[src/rtl/rv_pkg.sv]
// Shared RISC-V front-end definitions: NOP word, opcode constants, fetch-stage
// state encoding and the instruction-buffer entry layout.
// Optional macro IF_PREDECODE_EN adds three predecode flags to each buffer entry.
package rv_pkg;

    localparam int unsigned PC_W   = 30;
    localparam int unsigned INST_W = 32;

    localparam logic [INST_W-1:0] NOP_INST = 32'h0000_0013;

    localparam logic [6:0] OPC_JAL    = 7'b1101111;
    localparam logic [6:0] OPC_BRANCH = 7'b1100011;
    localparam logic [6:0] OPC_SYSTEM = 7'b1110011;

    typedef enum logic [1:0] {
        IF_IDLE = 2'd0,
        IF_RUN  = 2'd1,
        IF_HALT = 2'd2
    } if_state_e;

    // One buffered fetch result
    typedef struct packed {
`ifdef IF_PREDECODE_EN
        logic              pd_jal;
        logic              pd_branch;
        logic              pd_system;
`endif
        logic [INST_W-1:0] inst;
        logic [PC_W-1:0]   pc;
    } if_entry_t;

    // {jal, branch, system} flags from the major opcode
    function automatic logic [2:0] predecode(input logic [6:0] opc);
        return {opc == OPC_JAL, opc == OPC_BRANCH, opc == OPC_SYSTEM};
    endfunction

endpackage

[src/rtl/if_inst_fifo.sv]
// Synchronous FIFO holding fetched instructions until decode accepts them.
// Ports: clk, rst_n (async active-low); i_clear empties the FIFO (wins over
// push/pop); i_push/i_wdata write; i_pop reads; o_rdata is the head entry,
// readable in the same cycle; o_count/o_full/o_empty report occupancy.
// DEPTH must be a power of two so the pointers wrap naturally.
module if_inst_fifo #(
    parameter int unsigned DATA_W = 62,
    parameter int unsigned DEPTH  = 2
) (
    input  logic                   clk,
    input  logic                   rst_n,
    input  logic                   i_clear,
    input  logic                   i_push,
    input  logic [DATA_W-1:0]      i_wdata,
    input  logic                   i_pop,
    output logic [DATA_W-1:0]      o_rdata,
    output logic [$clog2(DEPTH):0] o_count,
    output logic                   o_full,
    output logic                   o_empty
);

    localparam int unsigned PTR_W = $clog2(DEPTH);
    localparam int unsigned CNT_W = PTR_W + 1;

    logic [DATA_W-1:0] r_mem [DEPTH];
    logic [PTR_W-1:0]  r_wptr;
    logic [PTR_W-1:0]  r_rptr;
    logic [CNT_W-1:0]  r_count;
    logic              w_do_push;
    logic              w_do_pop;

    assign w_do_push = i_push & ~i_clear;
    assign w_do_pop  = i_pop & ~o_empty & ~i_clear;

    // Pointer and occupancy bookkeeping
    always_ff @(posedge clk or negedge rst_n) begin
        if (!rst_n) begin
            r_wptr  <= '0;
            r_rptr  <= '0;
            r_count <= '0;
        end else if (i_clear) begin
            r_wptr  <= '0;
            r_rptr  <= '0;
            r_count <= '0;
        end else begin
            if (w_do_push) r_wptr <= r_wptr + PTR_W'(1);
            if (w_do_pop)  r_rptr <= r_rptr + PTR_W'(1);
            case ({w_do_push, w_do_pop})
                2'b10:   r_count <= r_count + CNT_W'(1);
                2'b01:   r_count <= r_count - CNT_W'(1);
                default: r_count <= r_count;
            endcase
        end
    end

    // Storage array, no reset needed
    always_ff @(posedge clk) begin
        if (w_do_push) r_mem[r_wptr] <= i_wdata;
    end

    assign o_rdata = r_mem[r_rptr];
    assign o_count = r_count;
    assign o_full  = (r_count == CNT_W'(DEPTH));
    assign o_empty = (r_count == '0);

endmodule

[src/rtl/if_stage.sv]
// Instruction-fetch stage: issues reads for the PC-stage word address to a
// fixed-latency instruction memory, tags each read with a 1-bit epoch, buffers
// returned words and presents {inst, pc} to decode.
// Ports: clk, rst_n (async active-low); cpu_start/cpu_stop control;
// pc in / fetch_adv out to the PC stage; redirect flushes; stall from decode;
// imem_re/imem_adr/imem_rdata memory interface; inst_id/pc_id/inst_vld_id to
// decode; if_busy while reads are in flight or the buffer holds data.
// Macro IF_PREDECODE_EN adds pd_jal_id/pd_branch_id/pd_system_id outputs.
module if_stage #(
    parameter int unsigned RD_LAT    = 1,
    parameter int unsigned BUF_DEPTH = 2,
    parameter logic [31:0] NOP_INST  = rv_pkg::NOP_INST
) (
    input  logic                     clk,
    input  logic                     rst_n,
    input  logic                     cpu_start,
    input  logic                     cpu_stop,
    input  logic [rv_pkg::PC_W-1:0]  pc,
    output logic                     fetch_adv,
    input  logic                     redirect,
    input  logic                     stall,
    output logic                     imem_re,
    output logic [rv_pkg::PC_W-1:0]  imem_adr,
    input  logic [rv_pkg::INST_W-1:0] imem_rdata,
    output logic [rv_pkg::INST_W-1:0] inst_id,
    output logic [rv_pkg::PC_W-1:0]  pc_id,
    output logic                     inst_vld_id,
    output logic                     if_busy
`ifdef IF_PREDECODE_EN
    ,
    output logic                     pd_jal_id,
    output logic                     pd_branch_id,
    output logic                     pd_system_id
`endif
);

    localparam int unsigned PC_W   = rv_pkg::PC_W;
    localparam int unsigned CNT_W  = $clog2(BUF_DEPTH) + 1;
    localparam int unsigned SUM_W  = $clog2(RD_LAT + BUF_DEPTH + 1);
    localparam int unsigned DATA_W = $bits(rv_pkg::if_entry_t);

    rv_pkg::if_state_e r_state;
    rv_pkg::if_state_e w_state_nxt;

    logic              r_epoch;
    logic [PC_W-1:0]   r_pc_last;

    logic              r_tag_vld [RD_LAT];
    logic [PC_W-1:0]   r_tag_pc  [RD_LAT];
    logic              r_tag_ep  [RD_LAT];

    logic              w_flush;
    logic              w_issue;
    logic [SUM_W-1:0]  w_inflight;
    logic              w_push;
    logic              w_pop;
    logic              w_vld;
    logic [CNT_W-1:0]  w_count;
    logic              w_full;
    logic              w_empty;
    rv_pkg::if_entry_t w_wentry;
    rv_pkg::if_entry_t w_rentry;

    // Redirect and start both kill everything fetched under the old epoch
    assign w_flush = redirect | cpu_start;

    // State register
    always_ff @(posedge clk or negedge rst_n) begin
        if (!rst_n) r_state <= rv_pkg::IF_IDLE;
        else        r_state <= w_state_nxt;
    end

    // Next state: start wins over stop
    always_comb begin
        w_state_nxt = r_state;
        case (r_state)
            rv_pkg::IF_IDLE: w_state_nxt = rv_pkg::IF_IDLE;
            rv_pkg::IF_RUN:  if (cpu_stop) w_state_nxt = rv_pkg::IF_HALT;
            rv_pkg::IF_HALT: w_state_nxt = rv_pkg::IF_HALT;
            default:         w_state_nxt = rv_pkg::IF_IDLE;
        endcase
        if (cpu_start) w_state_nxt = rv_pkg::IF_RUN;
    end

    // Reads currently travelling through the memory pipeline
    always_comb begin
        w_inflight = '0;
        for (int unsigned i = 0; i < RD_LAT; i++) begin
            w_inflight = w_inflight + SUM_W'(r_tag_vld[i]);
        end
    end

    // Credit uses registered occupancy only; a same-cycle pop never adds credit
    always_comb begin
        w_issue = 1'b0;
        if ((r_state == rv_pkg::IF_RUN) && !w_flush && !cpu_stop &&
            ((w_inflight + SUM_W'(w_count)) < SUM_W'(BUF_DEPTH))) begin
            w_issue = 1'b1;
        end
    end

    assign imem_re   = w_issue;
    assign fetch_adv = w_issue;
    assign imem_adr  = pc;

    // Epoch flips on every flush so stale returns are recognised at the tail
    always_ff @(posedge clk or negedge rst_n) begin
        if (!rst_n)       r_epoch <= 1'b0;
        else if (w_flush) r_epoch <= ~r_epoch;
    end

    // Tag pipeline aligned with memory latency. Valids behind stage 0 are also
    // dropped on flush so back-to-back flushes cannot alias the 1-bit epoch.
    always_ff @(posedge clk or negedge rst_n) begin
        if (!rst_n) begin
            for (int unsigned i = 0; i < RD_LAT; i++) begin
                r_tag_vld[i] <= 1'b0;
                r_tag_pc[i]  <= '0;
                r_tag_ep[i]  <= 1'b0;
            end
        end else begin
            r_tag_vld[0] <= w_issue;
            r_tag_pc[0]  <= pc;
            r_tag_ep[0]  <= r_epoch;
            for (int unsigned i = 1; i < RD_LAT; i++) begin
                r_tag_vld[i] <= r_tag_vld[i-1] & ~w_flush;
                r_tag_pc[i]  <= r_tag_pc[i-1];
                r_tag_ep[i]  <= r_tag_ep[i-1];
            end
        end
    end

    // Accept returning data only if it belongs to the current epoch
    assign w_push = r_tag_vld[RD_LAT-1] & (r_tag_ep[RD_LAT-1] == r_epoch) & ~w_flush;

    always_comb begin
        w_wentry      = '0;
        w_wentry.inst = imem_rdata;
        w_wentry.pc   = r_tag_pc[RD_LAT-1];
`ifdef IF_PREDECODE_EN
        {w_wentry.pd_jal, w_wentry.pd_branch, w_wentry.pd_system} =
            rv_pkg::predecode(imem_rdata[6:0]);
`endif
    end

    assign w_vld = ~w_empty & ~w_flush;
    assign w_pop = w_vld & ~stall;

    if_inst_fifo #(
        .DATA_W (DATA_W),
        .DEPTH  (BUF_DEPTH)
    ) u_fifo (
        .clk     (clk),
        .rst_n   (rst_n),
        .i_clear (w_flush),
        .i_push  (w_push),
        .i_wdata (w_wentry),
        .i_pop   (w_pop),
        .o_rdata (w_rentry),
        .o_count (w_count),
        .o_full  (w_full),
        .o_empty (w_empty)
    );

    // pc_id keeps showing the last head once the buffer runs dry
    always_ff @(posedge clk or negedge rst_n) begin
        if (!rst_n)        r_pc_last <= '0;
        else if (!w_empty) r_pc_last <= w_rentry.pc;
    end

    // Decode-facing outputs
    always_comb begin
        inst_vld_id = w_vld;
        inst_id     = w_vld ? w_rentry.inst : NOP_INST;
        pc_id       = w_empty ? r_pc_last : w_rentry.pc;
        if_busy     = (w_inflight != '0) | ~w_empty;
`ifdef IF_PREDECODE_EN
        pd_jal_id    = w_vld & w_rentry.pd_jal;
        pd_branch_id = w_vld & w_rentry.pd_branch;
        pd_system_id = w_vld & w_rentry.pd_system;
`endif
    end

    // Credit accounting must make a push into a full buffer impossible
    a_no_overflow: assert property (@(posedge clk) disable iff (!rst_n)
        !(w_push && !w_pop && w_full));

endmodule

[config.mk]
export PLATFORM = sky130hd
export DESIGN_NAME = if_stage
export DESIGN_NICKNAME = d
export VERILOG_FILES = /design/src/rtl/rv_pkg.sv /design/src/rtl/if_inst_fifo.sv /design/src/rtl/if_stage.sv
export SDC_FILE = /design/constraint.sdc
export NUM_CORES = 1
export LEC_CHECK = 0
export CORE_MARGIN = 2
export CORE_UTILIZATION = 47
export CTS_BUF_LIST = sky130_fd_sc_hd__clkbuf_8
export CTS_CLUSTER_DIAMETER = 150
export DETAILED_ROUTE_END_ITERATION = 16
export GPL_TIMING_DRIVEN = 1
export PLACE_DENSITY = 0.79
export SYNTH_ARGS = -nofsm -noshare
export SYNTH_HDL_FRONTEND = slang
export SYNTH_SLANG_ARGS = --single-unit
export TNS_END_PERCENT = 30
[constraint.sdc]
create_clock -name clk -period 3.6 [get_ports clk]
set_input_delay 0.54 -clock clk [delete_from_list [all_inputs] [get_ports clk]]
set_output_delay 0.54 -clock clk [all_outputs]
set_load 0.01 [all_outputs]
Figure 1. Signal wires on met3.
Scale bar: 50 um.
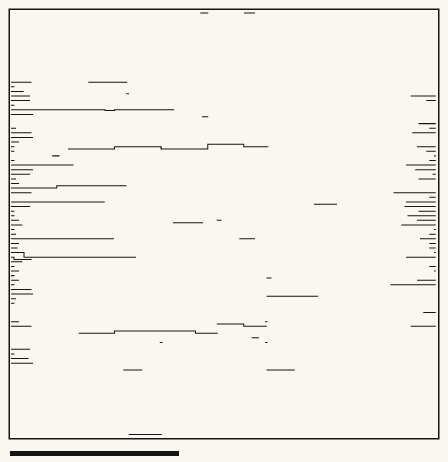
The layer holds 5.5% of the routed length. The longest straight run is 32.9 um. The wires run mostly horizontal. The layer carries 695 um of wire. 92 nets have wire on it.
Vias: 3783
met3 usage: 0.0540
WL final: 12.6 mm

Figure 2. Cell classes on the final placement.
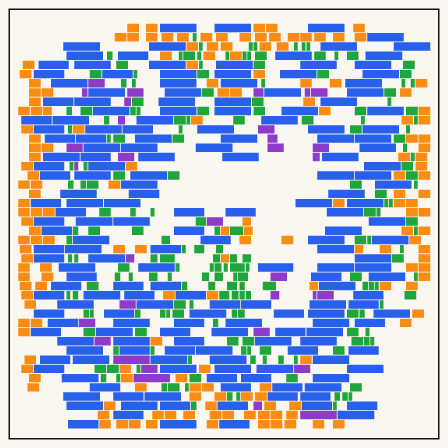
Green shows combinational and other logic, cells 190, share of their area 14%. Blue shows sequential cells, cells 193, share of their area 62%. Purple shows clock drivers and dummy loads, cells 32, share of their area 4.6%. Orange shows remaining buffers and delay cells, cells 169, share of their area 19%.
Row Count: 44
Seq area share: 0.606
core area: 0.0146 mm^2
finished layout cell area: 0.00900 mm^2
Layout Utilization: 0.617

Figure 3. Placement view.
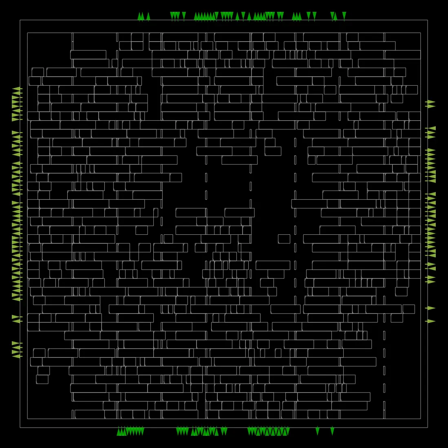
Filler cells: 1082
flop count: 193
n_taps: 184

==> run notes <==
impl run done, here's what came out: WL per Instance between 15 and 20 um, Worst path slowest cell dfrtp_4, R2R Path Start u_fifo.o_count[0]$_DFFE_PN0P_, Reg power frac 0.583, clock slew at reported path FFs 90 ps, met1 Track Usage GR 0.191, root buffer cell clkbuf_8, metal1 wirelength 5.07 mm, Min Clock Period, post-route between 3000 and 4000 ps, Mapped Nets around 500, hold_buf cts 0, post-CTS setup buffers 0, die x size about 130 um, Clock Power Share 0.328, post-route ant nets 0, Yosys chip area 0.00704 mm^2, total clock sinks 193, Pwr Total roughly 4.3 mW, via-per-instance ratio approximately 4.9, Combinational Power Share 0.089, Final clock-cell share 0.0445, CP startpoint kind flop, PwrDens around 470 mW/mm^2, Final period util 0.898, syn_area_per_cell around 16 um^2, clock buffers created by TritonCTS 17, maxcap violations 0, critical-path cell list buf_4 -> mux2i_1 -> nor2_1 -> clkdlybuf4s50_1, # H-tree levels 4, Switch Pwr approximately 0.92 mW, routability congestion estimate between 0.6 and 0.7, top cells by area edfxtp_1 53%, dfrtp_1 25%, mux2i_1 8.8%, Post-CTS Resized 0, Insertion Delay late pin between 400 and 500 ps, total grt overflow 0, Post-Syn Area a little over 0.007 mm^2, Critical Setup Path Class reg -> out, status finished clean, crit end category output pin, Log Warnings 26, Switching Share 0.216, Unique cell types 28, P_leak 3.16 nW, Largest cell class flip-flops and latches
Figure 4. Cell density map.
The die is cut into 13 by 13 equal tiles; white is low, dark blue is high, 0 to 100% covered.
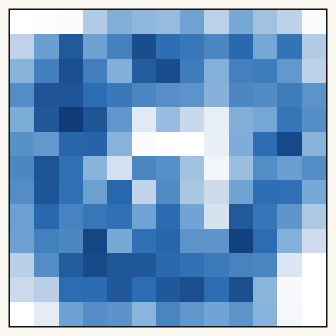
4.7% of the tiles are nearly empty. The emptiest ninth of the die: center. The fullest tile reaches 96%. 24% of the tiles are over 75% full. The mean over all tiles is 55%.
pre-placement core utilization: 0.482

Figure 5. Where the registers sit.
Scale bar: 50 um.
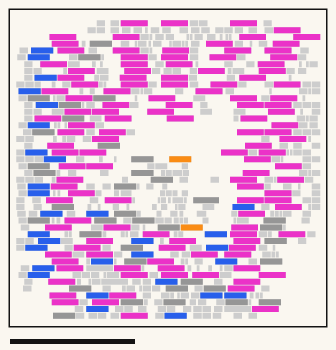
Magenta shows u_fifo.r_mem, sequential cells 124, where spread over the die. Orange shows u_fifo.o_count, sequential cells 2. Blue shows r_tag_pc, sequential cells 30.
Another 37 sequential cells are not colored.
Seq group: 2.49 mW
sequential cell area: 0.00545 mm^2

cells in the mapped netlist (all sizes together):
| cell type | n |
|---|---|
| a21oi | 2 |
| mux2i | 62 |
| or2 | 2 |
| edfxtp | 124 |
| buf | 45 |
| nor3 | 1 |
| o22ai | 1 |
| o21bai | 1 |
| ha | 2 |
| nand3 | 1 |
| or3 | 3 |
| nor2 | 35 |
| and3 | 1 |
| nand2b | 1 |
| clkbuf | 3 |
| dfrtp | 69 |
| a211oi | 1 |
| and2 | 1 |
| inv | 3 |
| xor2 | 1 |
| xnor2 | 4 |
| o21ai | 32 |
| nand2 | 36 |
layout by cell type (no fill, tap or decap):
cell             Yosys  final
clkbuf_8             0     17
dfrtp_1             69     68
clkdlybuf4s50_1      0    162
clkinv_4             0      1
xor2_1               1      1
or3_1                2      2
nor2_2               2      1
nand2b_1             1      1
nor2_4               0      2
inv_4                0      3
buf_4               38      7
clkinvlp_4           0      3
edfxtp_1           124    124
nand2_1             35     35
nor3_1               1      1
and2_1               1      1
diode_2              0      1
xnor2_1              4      4
o21bai_1             1      1
inv_1                3      5
o22ai_1              1      1
and3_2               0      1
o21ai_0             32     32
mux2i_1             62     62
bufinv_16            0      3
nand2_2              1      1
dfrtp_4              0      1
a211oi_1             1      1
or2_2                2      2
ha_1                 2      2
a21oi_1              2      2
inv_6                0      1
nand3_1              1      1
nor2_1              33     32
clkinv_2             0      2
or3_2                1      1
how the worst max path moves through the flow:
stage / start / end / slack, ps / depth (start not counted)
floorplan: redirect / u_fifo.r_mem[0][0]$_DFFE_PP_ / 670 / 3
global placement: cpu_start / inst_id[3] / 580 / 5
detailed placement: cpu_start / inst_id[3] / 510 / 5
CTS: u_fifo.r_rptr$_DFFE_PN0P_ / inst_id[13] / 270 / 4
global route: u_fifo.r_rptr$_DFFE_PN0P_ / inst_id[13] / 150 / 4
finish: u_fifo.r_rptr$_DFFE_PN0P_ / inst_id[13] / 370 / 4
metrics by stage:
| step | instances | utilization | area (um^2) | worst slack [ps] |
|---|---|---|---|---|
| floorplan | 431 | - | 7040 | 665 |
| global placement | 736 | 0.589 | 8600 | 580 |
| detailed placement | 736 | 0.589 | 8600 | 509 |
| CTS | 768 | 0.617 | 9000 | 269 |
| global route | 769 | 0.617 | 9000 | 147 |
| finish | 769 | 0.617 | 9000 | 367 |
cells by family (layout without fill, tap and decap cells):
kind of cell | after synthesis | count (layout) | synth area share
compound gates | 37 | 37 | 0.0272
xor+xnor | 5 | 5 | 0.00622
fa+ha+maj | 2 | 2 | 0.00355
buf+inv | 51 | 204 | 0.0528
flops | 193 | 193 | 0.774
mux | 62 | 62 | 0.0882
other cells | 0 | 1 | 0
simple gates | 81 | 81 | 0.0476
critical path: cells and delay by family, from the launching register on:
| kind | cells | cell delay, ps |
|---|---|---|
| buffers and inverters | 2 | 930 |
| multiplexers | 1 | 240 |
| AND/OR/NAND/NOR | 1 | 60 |
| flip-flops | 1 | 980 |
sequential cells by signal (all words and copies together), names as in the netlist:
signal / flops
r_tag_pc: 30
r_tag_vld: 1
r_epoch: 1
r_state: 2
u_fifo.r_wptr: 1
r_pc_last: 30
u_fifo.r_rptr: 1
r_tag_ep: 1
u_fifo.r_mem: 124
u_fifo.o_count: 2
Power figures rest on the tool's default switching activity, not on a simulated workload.
